--- config.mk ---
export PLATFORM = sky130hd
export DESIGN_NAME = lsa_boot_ctl_flat
export DESIGN_NICKNAME = d
export VERILOG_FILES = /design/src/rtl/lsa_boot_pkg.sv /design/src/rtl/lsa_boot_ctl_if.sv /design/src/rtl/lsa_bus_mux.sv /design/src/rtl/lsa_boot_ctl.sv /design/src/flat_wrapper.sv
export SDC_FILE = /design/constraint.sdc
export NUM_CORES = 1
export LEC_CHECK = 0
export ABC_AREA = 0
export CAP_MARGIN = 20
export CORE_MARGIN = 5
export CORE_UTILIZATION = 40
export CTS_BUF_LIST = sky130_fd_sc_hd__clkbuf_16
export DETAILED_ROUTE_END_ITERATION = 6
export PLACE_DENSITY_LB_ADDON = 0.3
export SLEW_MARGIN = 20
export SYNTH_ARGS = -nofsm -noshare
export SYNTH_HDL_FRONTEND = slang
export SYNTH_SLANG_ARGS = --single-unit
--- constraint.sdc ---
create_clock -name clock_in -period 2.2 [get_ports clock_in]
set_input_delay 0.66 -clock clock_in [delete_from_list [all_inputs] [get_ports clock_in]]
set_output_delay 0.66 -clock clock_in [all_outputs]
set_load 0.05 [all_outputs]
--- src/rtl/lsa_boot_pkg.sv ---
// Shared types for the lsa boot/load controller and its bus mux.
// Address and word widths match lsa_mem.
package lsa_boot_pkg;

  localparam int ADDR_W = 16;
  localparam int WORD_W = 16;

  typedef logic [ADDR_W-1:0] addr_t;
  typedef logic [WORD_W-1:0] word_t;

  localparam logic [7:0] SYNC_LOAD_DEF = 8'hA5;
  localparam logic [7:0] SYNC_RUN_DEF  = 8'h5A;

  typedef enum logic [3:0] {
    ST_RUN    = 4'd0,
    ST_HALT   = 4'd1,
    ST_ADDR_H = 4'd2,
    ST_ADDR_L = 4'd3,
    ST_LEN_H  = 4'd4,
    ST_LEN_L  = 4'd5,
    ST_DATA_H = 4'd6,
    ST_DATA_L = 4'd7,
    ST_WRITE  = 4'd8
  } state_t;

  typedef struct packed {
    logic  fetch;
    logic  we;
    logic  oe;
    addr_t add;
    word_t data;
  } bus_t;

  function automatic logic is_loading(state_t s);
    return (s != ST_RUN) && (s != ST_HALT);
  endfunction

endpackage

--- src/rtl/lsa_boot_ctl_if.sv ---
// Byte-stream handshake into the boot controller.
// A byte moves when rx_valid && rx_ready at a rising edge.
interface lsa_boot_ctl_if;

  logic       rx_valid;
  logic [7:0] rx_data;
  logic       rx_ready;

  modport master (
    output rx_valid,
    output rx_data,
    input  rx_ready
  );

  modport slave (
    input  rx_valid,
    input  rx_data,
    output rx_ready
  );

endinterface

--- src/rtl/lsa_bus_mux.sv ---
// Combinational 2:1 memory bus selector.
// The loader side wins whenever loader_owns is high.
module lsa_bus_mux
  import lsa_boot_pkg::*;
(
  input  logic loader_owns,
  input  bus_t core_bus,
  input  bus_t loader_bus,
  output bus_t mem_bus
);

  assign mem_bus = loader_owns ? loader_bus : core_bus;

endmodule

--- src/rtl/lsa_boot_ctl.sv ---
// Boot/load controller: parses a byte stream into memory writes
// while holding lsa_core in reset, then hands the bus back.
module lsa_boot_ctl
  import lsa_boot_pkg::*;
#(
  parameter bit         RUN_AT_RESET = 1'b0,
  parameter logic [7:0] SYNC_LOAD    = SYNC_LOAD_DEF,
  parameter logic [7:0] SYNC_RUN     = SYNC_RUN_DEF
) (
  input  logic          clock_in,
  input  logic          reset_in,
  lsa_boot_ctl_if.slave rx,
  input  logic          core_fetch,
  input  logic          core_we,
  input  logic          core_oe,
  input  addr_t         core_add,
  input  word_t         core_data,
  output logic          mem_fetch,
  output logic          mem_we,
  output logic          mem_oe,
  output addr_t         mem_add,
  output word_t         mem_in,
  output logic          core_reset_out,
  output logic          loading,
  output logic          cmd_err
);

  state_t     state;
  addr_t      addr;
  word_t      cnt;
  word_t      data;
  logic       take;
  logic [7:0] b;
  logic       loader_owns;

  bus_t core_bus;
  bus_t ld_bus;
  bus_t mem_bus;

  assign b           = rx.rx_data;
  assign rx.rx_ready = (state != ST_WRITE);
  assign take        = rx.rx_valid && rx.rx_ready;
  assign loading     = is_loading(state);
  assign loader_owns = (state != ST_RUN);

  always_ff @(posedge clock_in) begin
    if (!reset_in) begin
      state          <= RUN_AT_RESET ? ST_RUN : ST_HALT;
      core_reset_out <= 1'b0;
      cmd_err        <= 1'b0;
      addr           <= '0;
      cnt            <= '0;
      data           <= '0;
    end else begin
      // Core runs exactly while the FSM sits in RUN.
      core_reset_out <= (state == ST_RUN);
      case (state)
        ST_RUN: begin
          if (take && b == SYNC_LOAD) begin
            state          <= ST_ADDR_H;
            core_reset_out <= 1'b0;
            cmd_err        <= 1'b0;
          end
        end
        ST_HALT: begin
          if (take) begin
            if (b == SYNC_LOAD) begin
              state   <= ST_ADDR_H;
              cmd_err <= 1'b0;
            end else if (b == SYNC_RUN) begin
              state          <= ST_RUN;
              core_reset_out <= 1'b1;
            end else begin
              cmd_err <= 1'b1;
            end
          end
        end
        ST_ADDR_H: begin
          if (take) begin
            addr[15:8] <= b;
            state      <= ST_ADDR_L;
          end
        end
        ST_ADDR_L: begin
          if (take) begin
            addr[7:0] <= b;
            state     <= ST_LEN_H;
          end
        end
        ST_LEN_H: begin
          if (take) begin
            cnt[15:8] <= b;
            state     <= ST_LEN_L;
          end
        end
        ST_LEN_L: begin
          if (take) begin
            cnt[7:0] <= b;
            if ({cnt[15:8], b} == 16'd0)
              state <= ST_HALT;
            else
              state <= ST_DATA_H;
          end
        end
        ST_DATA_H: begin
          if (take) begin
            data[15:8] <= b;
            state      <= ST_DATA_L;
          end
        end
        ST_DATA_L: begin
          if (take) begin
            data[7:0] <= b;
            state     <= ST_WRITE;
          end
        end
        ST_WRITE: begin
          addr <= addr + 16'd1;
          cnt  <= cnt - 16'd1;
          if (cnt == 16'd1)
            state <= ST_HALT;
          else
            state <= ST_DATA_H;
        end
        default: begin
          state <= ST_HALT;
        end
      endcase
    end
  end

  assign core_bus = '{
    fetch: core_fetch,
    we:    core_we,
    oe:    core_oe,
    add:   core_add,
    data:  core_data
  };

  assign ld_bus = '{
    fetch: 1'b0,
    we:    (state == ST_WRITE),
    oe:    1'b0,
    add:   addr,
    data:  data
  };

  lsa_bus_mux u_mux (
    .loader_owns (loader_owns),
    .core_bus    (core_bus),
    .loader_bus  (ld_bus),
    .mem_bus     (mem_bus)
  );

  assign mem_fetch = mem_bus.fetch;
  assign mem_we    = mem_bus.we;
  assign mem_oe    = mem_bus.oe;
  assign mem_add   = mem_bus.add;
  assign mem_in    = mem_bus.data;

endmodule

--- src/flat_wrapper.sv ---
// flat-port wrapper written by rule: the top's interface ports become plain ports
module lsa_boot_ctl_flat import lsa_boot_pkg::*;
#(
  parameter bit         RUN_AT_RESET = 1'b0,
  parameter logic [7:0] SYNC_LOAD    = SYNC_LOAD_DEF,
  parameter logic [7:0] SYNC_RUN     = SYNC_RUN_DEF
)
  (clock_in, reset_in, core_fetch, core_we, core_oe, core_add, core_data, mem_fetch, mem_we, mem_oe, mem_add, mem_in, core_reset_out, loading, cmd_err, rx_rx_valid, rx_rx_data, rx_rx_ready);
  lsa_boot_ctl_if rx_i ();
  input  logic clock_in;
  input  logic reset_in;
  input  logic core_fetch;
  input  logic core_we;
  input  logic core_oe;
  input  addr_t core_add;
  input  word_t core_data;
  output logic mem_fetch;
  output logic mem_we;
  output logic mem_oe;
  output addr_t mem_add;
  output word_t mem_in;
  output logic core_reset_out;
  output logic loading;
  output logic cmd_err;
  input wire logic [$bits(rx_i.rx_valid)-1:0] rx_rx_valid;
  input wire logic [$bits(rx_i.rx_data)-1:0] rx_rx_data;
  output wire logic [$bits(rx_i.rx_ready)-1:0] rx_rx_ready;
  assign rx_i.rx_valid = rx_rx_valid;
  assign rx_i.rx_data = rx_rx_data;
  assign rx_rx_ready = rx_i.rx_ready;
  lsa_boot_ctl #(.RUN_AT_RESET(RUN_AT_RESET), .SYNC_LOAD(SYNC_LOAD), .SYNC_RUN(SYNC_RUN)) u_core (.clock_in(clock_in), .reset_in(reset_in), .rx(rx_i), .core_fetch(core_fetch), .core_we(core_we), .core_oe(core_oe), .core_add(core_add), .core_data(core_data), .mem_fetch(mem_fetch), .mem_we(mem_we), .mem_oe(mem_oe), .mem_add(mem_add), .mem_in(mem_in), .core_reset_out(core_reset_out), .loading(loading), .cmd_err(cmd_err));
endmodule
==> PnR_summary.wiki, run 1 <==
== Metrics ==
{| class="wikitable"
! Metric !! Value
|-
| Measured slew at the worst slew-check pin || 0.633 ns
|-
| Fraction of area in multi-input gates || 42.9%
|-
| Total of fill cells in the finished design || 615
|-
| Setup ws final || -0.215 ns
|-
| Root cell of the clock tree || clkbuf_16
|-
| Yosys warning tally || 0
|-
| Fin nets || 543
|-
| Register bit count reported by yosys || 54
|-
| Setup repair after global routing missed its margin || yes
|-
| Violated checks || negative setup slack
|-
| Unique cell types || 56
|-
| Combinational Gates || 292
|-
| Most frequent cells in the layout || dfxtp_1 (51), nor2_1 (48), clkdlybuf4s50_1 (38), buf_4 (38), a21oi_1 (27)
|-
| Number of buffers created by CTS || 5
|-
| Global-route usage over all layers || 21.5%
|-
| Summed standard-cell area reported by yosys || 3220 µm²
|-
| Seq share, synth || 33.6%
|-
| Net count after synthesis || 427
|-
| Run status || finished, violations left
|-
| Count of antenna diodes in the layout || 0
|-
| Top flop regs || u_core.addr x16, u_core.cnt x16, u_core.data x16
|-
| Clk slew on worst S/H paths || 0.07 ns
|-
| Worst voltage drop across the vdd grid || 0.334 mV
|-
| Hold/Removal Path Class || reg -> reg
|-
| Power per Cell Area || 566 nW/µm²
|-
| Overflow after GRT || 0
|-
| Total die size || 9940 µm²
|-
| Maximum number of pins on one net before global-route repair || 32
|-
| # setup viols final || 33
|-
| Final max-slew violation count || 0
|-
| Top class by area || multi-input combinational cells
|-
| Fraction of standard cell area that is sequential || 21.4%
|-
| Ys cells || 378
|-
| Crit path launch type || flip-flop
|-
| Largest stage delay on the critical path || 0.35 ns
|-
| Placeable core region || 7770 µm²
|-
| Worst-path maximum fanout || 6
|-
| Nature of the critical path endpoint || output pin
|}
-- run 1: logic make-up (layout without fill, tap and decap cells) --
kind of cell             count (synthesis)  after routing  share of synthesized area, %
AND/OR/NAND/NOR                        148            148                          25.1
AND-OR/OR-AND                           91             91                          19.5
flip-flops                              54             54                          33.6
multiplexers                            50             50                          16.8
buffers and inverters                   32            148                          3.89
adder cells (fa/ha/maj)                  3              3                          1.17
-- run 1: final timing paths --
kind	slack, ns	end	depth (start not counted)
setup / recovery	-0.21	mem_in[5]	5
hold / removal	0.49	u_core.addr[10]$_SDFFE_PN0P_	2
setup reg to reg	0.05	u_core.state[1]$_SDFFE_PN0P_	4
hold reg to reg	0.49	u_core.addr[10]$_SDFFE_PN0P_	2
-- run 1: layer usage --
layer | vias up | share of wire [%] | GRT usage [%]
li1 | 1661 | - | -
met4 | 0 | 2.9 | 9.03
met1 | 1714 | 41 | 27.4
met3 | 30 | 8.4 | 4.35
met2 | 214 | 47 | 35.2
met5 | - | 0 | 0
-- run 1: worst max-delay path: cells and delay by family (launching register included) --
family        cells  cell delay, ns
buf+inv           3            0.49
mux               1            0.35
flops             1            0.34
simple gates      1            0.27
-- run 1: stage by stage --
step | total power [µW] | setup slack (ns)
detailed placement | 1820 | -0.515
CTS | 2740 | -0.223
floorplan | 1520 | -0.0365
finish | 2870 | -0.215
global route | 2970 | -0.253
global placement | 1810 | -0.488
-- run 1: what timing repair did --
action / CTS / global route
endpoints found under the setup margin: 38 / 43
resized: 50 / 64
buffers inserted: 1 / 4
pin swaps: 3 / 8
gates cloned: 0 / 3
hold buffers: 0 / 0
-- run 1: power by group --
| part | switching, µW | internal, µW |
|---|---|---|
| Combinational | 509 | 439 |
| Clock | 365 | 528 |
| Sequential | 28.1 | 1000 |
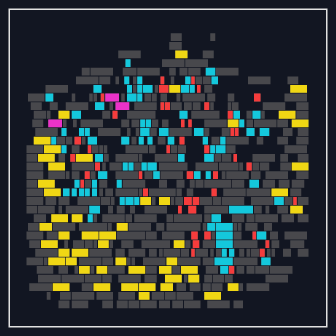
Figure 1: run 1, gate-type map.
- fa/ha/maj cells: magenta (cells 3; most used ha_1)
- mux cells: yellow (cells 50; most used mux2_4)
- aoi and oai cells: cyan (cells 80; most used a21oi_1)
- nand cells: red (cells 44; most used nand2_1)

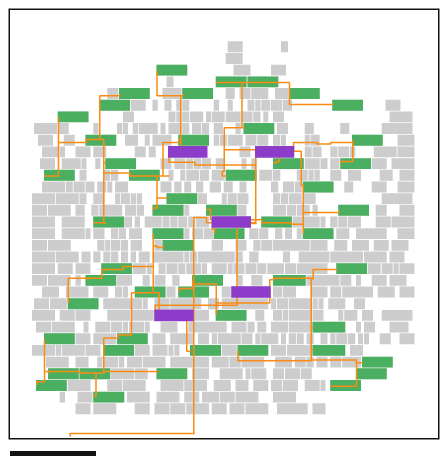
Figure 2: run 1, clock network drawn from the DEF.
Bar = 20 µm.
- clock wires: orange (length 734 µm)
- flip-flops: green (count 54)
- clock-net drivers: purple (count 5)
- flops lie: widely spread
- routed clock nets: 6

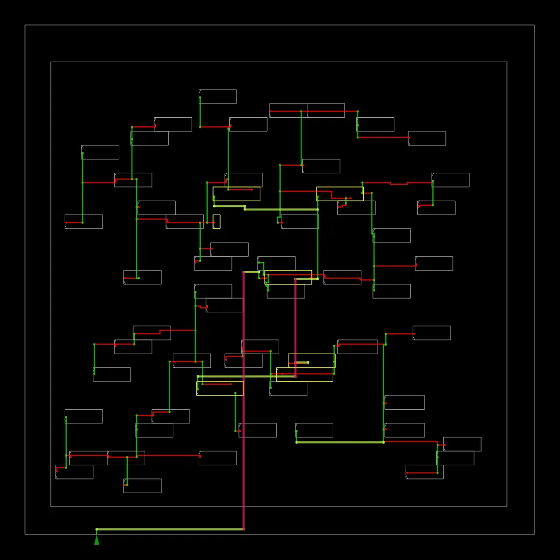
Figure 3: run 1, clock nets.
registers: 54
Late-Pin Clk Latency: 0.29 ns
clkbuf count: 5
skew final: 0.00595 ns
Clock Sinks: 54

==> run 1 -> run 2 <==
HOLD_SLACK_MARGIN = 0.1   (was not set)
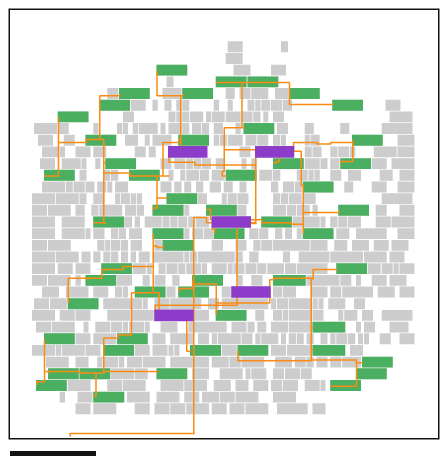
Figure 4: run 2, clock network drawn from the DEF.
Bar = 20 µm.
- clock-net drivers: purple (count 5)
- clock wires: orange (length 734 µm)
- flip-flops: green (count 54)
- flops lie: widely spread

==> run 2 against run 1 <==
  * Critical path type unchanged
  * Sequential share of layout area stayed put
  * Power did not move
  * First-iteration DRC count is the same
  * Cell count did not move
  * Wire length unchanged
  * Area after synthesis unchanged
  * The run still ends with negative setup slack left
  * Largest cell class unchanged
  * Via count unchanged
  * Fmax is the same
==> PnR_summary.wiki, run 2 <==
== Metrics ==
{| class="wikitable"
! Metric !! Value
|-
| Most frequent cells in the layout || dfxtp_1 (51), nor2_1 (48), clkdlybuf4s50_1 (38), buf_4 (38), a21oi_1 (27) (unchanged)
|-
| Violated checks || negative setup slack (unchanged)
|-
| Leakage || 0.00197 µW (unchanged)
|-
| Top cell type by total area after synthesis || dfxtp_1 (unchanged)
|-
| Global-route usage over all layers || 21.5% (unchanged)
|-
| Worst voltage drop across the vdd grid || 0.334 mV (unchanged)
|-
| Internal cell power || 1970 µW (unchanged)
|-
| Launch point of the worst reg-to-reg path || u_core.cnt[8]$_SDFFE_PN0P_ (unchanged)
|-
| Summed standard-cell area reported by yosys || 3220 µm² (unchanged)
|-
| Clock period minus final worst setup slack || 2.41 ns (unchanged)
|-
| Worst-path maximum fanout || 6 (unchanged)
|-
| Run status || finished, violations left (unchanged)
|-
| Post-route core utilization || 65.3% (unchanged)
|-
| Main flop type || dfxtp_1 (unchanged)
|-
| F_max || 414 MHz (unchanged)
|-
| Final max-slew violation count || 0 (unchanged)
|-
| Unique cell types || 56 (unchanged)
|-
| Nature of the critical path endpoint || output pin (unchanged)
|-
| Most used standard cell by instance count after synthesis || dfxtp_1 (unchanged)
|-
| Count of antenna diodes in the layout || 0 (unchanged)
|-
| Hold path endpoint || u_core.addr[10]$_SDFFE_PN0P_ (unchanged)
|-
| Power per Cell Area || 566 nW/µm² (unchanged)
|-
| Post-synth tally of flip-flops with integrated enable || 0 (unchanged)
|-
| Commonest Layout Cell || dfxtp_1 (unchanged)
|-
| Skew final || 0.00595 ns (unchanged)
|-
| R2R Setup Slk || 0.05 ns (about the same)
|-
| Clk slew on worst S/H paths || 0.07 ns (about the same)
|-
| Endpoint of the most critical register-to-register path || u_core.state[1]$_SDFFE_PN0P_ (unchanged)
|-
| Flop+latch power || 1030 µW (about the same)
|-
| Measured slew at the worst slew-check pin || 0.633 ns (unchanged)
|-
| Count of hold-fix buffers inserted at cts || 0 (unchanged)
|-
| # setup viols final || 33 (unchanged)
|-
| Setup ws final || -0.215 ns (unchanged)
|-
| Routed len/inst || 19.4 µm (unchanged)
|-
| Top flop regs || u_core.addr x16, u_core.cnt x16, u_core.data x16 (unchanged)
|-
| Worst slew margin || 57.7% (unchanged)
|-
| Clock Sinks || 54 (unchanged)
|-
| Crit path launch type || flip-flop (unchanged)
|-
| Buffers inserted by post-CTS timing repair || 1 (unchanged)
|-
| Hold/Removal Path Class || reg -> reg (unchanged)
|-
| Vias per cell || 6.07 (unchanged)
|-
| Antenna viol nets, final || 0 (unchanged)
|-
| Fin nets || 543 (unchanged)
|-
| Net count after synthesis || 427 (unchanged)
|-
| Design Power || 2870 µW (unchanged)
|-
| Top cell type's share of synthesized area || 33.6% (unchanged)
|-
| Number of global-route vias before repair || 3399 (unchanged)
|-
| Combinational fraction of design power || 33.0% (about the same)
|-
| Power in combinational cells || 948 µW (about the same)
|-
| Relative contribution of the clock network to total power || 31.1% (about the same)
|-
| Post-placement worst setup slack || -0.515 ns (unchanged)
|-
| Group with the largest share of power || registers (unchanged)
|-
| Root cell of the clock tree || clkbuf_16 (unchanged)
|-
| Iter 0 DRT Violations || 306 (unchanged)
|-
| Setup repair after global routing missed its margin || yes (unchanged)
|-
| Register bit count reported by yosys || 54 (unchanged)
|-
| Placeable core region || 7770 µm² (unchanged)
|-
| Placed insts || 581 (unchanged)
|-
| Overflow after GRT || 0 (unchanged)
|-
| Total die size || 9940 µm² (unchanged)
|-
| Worst-case reg-to-reg path depth || 4 (unchanged)
|-
| Data arrival at the endpoint of the critical path || 1.75 ns (about the same)
|-
| Ys cells || 378 (unchanged)
|-
| Clock tree from TritonCTS || built (unchanged)
|-
| Sw Ratio || 31.4% (unchanged)
|-
| Seq share, synth || 33.6% (unchanged)
|-
| Sequential share of power || 35.9% (about the same)
|-
| Yosys warning tally || 0 (unchanged)
|-
| Async set or reset register ratio after synthesis || 0% (unchanged)
|-
| IO buf count || 84 (unchanged)
|-
| Main area contributors after synthesis || dfxtp_1 (34%), mux2_2 (11%), mux2i_1 (5.9%) (unchanged)
|-
| Fin Setup TNS || -5.97 ns (unchanged)
|-
| Max H-tree Level || 2 (unchanged)
|-
| Net Switching || 902 µW (unchanged)
|-
| Maximum number of pins on one net before global-route repair || 32 (unchanged)
|-
| Late-Pin Clk Latency || 0.29 ns (about the same)
|-
| Worst hold stages || 2 (unchanged)
|-
| Total via count in the routed design || 3619 (unchanged)
|-
| Cts repair resizes || 50 (unchanged)
|}
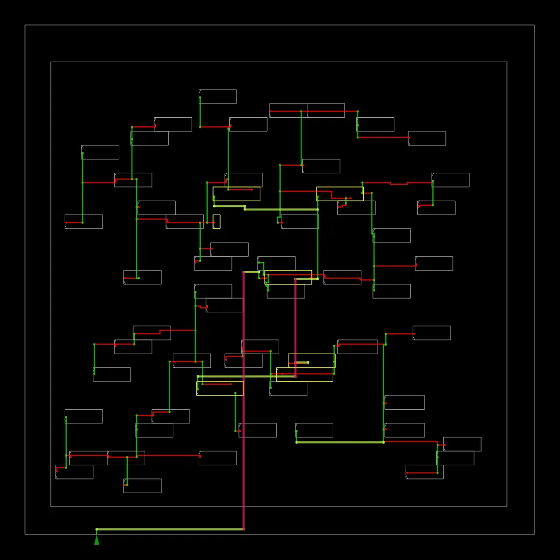
Figure 5: run 2, clock nets.
number of buffers created by CTS: 5
power of the clock network: 893 µW

run 2: cell counts after synthesis:
Identical to the previous run, type by type.
run 2: layout make-up:
class / count / area [µm²]
inverters: 8 / 43.8
clock inverters: 2 / 33.8
flip-flops and latches: 54 / 1080
well taps: 102 / 128
fillers: 615 / 2690
clock buffers: 5 / 125
repair buffers: 133 / 1480
multi-input cells: 292 / 2170
run 2: cell families after synthesis:
| group | count (synthesis) | synth area share, % |
|---|---|---|
| AND/OR/NAND/NOR | 148 | 25.1 |
| AND-OR/OR-AND | 91 | 19.5 |
| flip-flops | 54 | 33.6 |
| multiplexers | 50 | 16.8 |
| buffers and inverters | 32 | 3.89 |
| adder cells (fa/ha/maj) | 3 | 1.17 |
run 2: routing by layer:
metal,wire length (µm),vias up,track usage (%)
li1,-,1661,-
met1,4780,1714,27.4
met2,5490,214,35.2
met3,967,30,4.35
met4,335,0,9.03
met5,0,-,0
run 2: worst max-delay path by stage:
stage / to / from / depth (start not counted) / slack (ns)
after floorplan: mem_add[0] / u_core.state[3]$_SDFFE_PN0P_ / 3 / -0.04
after global placement: u_core.state[1]$_SDFFE_PN0P_ / rx_rx_data[1] / 5 / -0.49
after detailed placement: u_core.state[1]$_SDFFE_PN0P_ / rx_rx_data[1] / 5 / -0.52
after CTS: mem_in[14] / u_core.state[3]$_SDFFE_PN0P_ / 4 / -0.22
after global routing: mem_add[15] / u_core.state[0]$_SDFFE_PN1P_ / 5 / -0.25
final: mem_in[5] / u_core.state[0]$_SDFFE_PN1P_ / 5 / -0.21
run 2: worst max-delay path, cell delays in order, from the launching register on:
cell and delay [ns]:
dfxtp_2 0.34, nor4_4 0.27, buf_6 0.19, buf_6 0.15, mux2_2 0.35, buf_6 0.15
Power figures rest on the tool's default switching activity, not on a simulated workload.
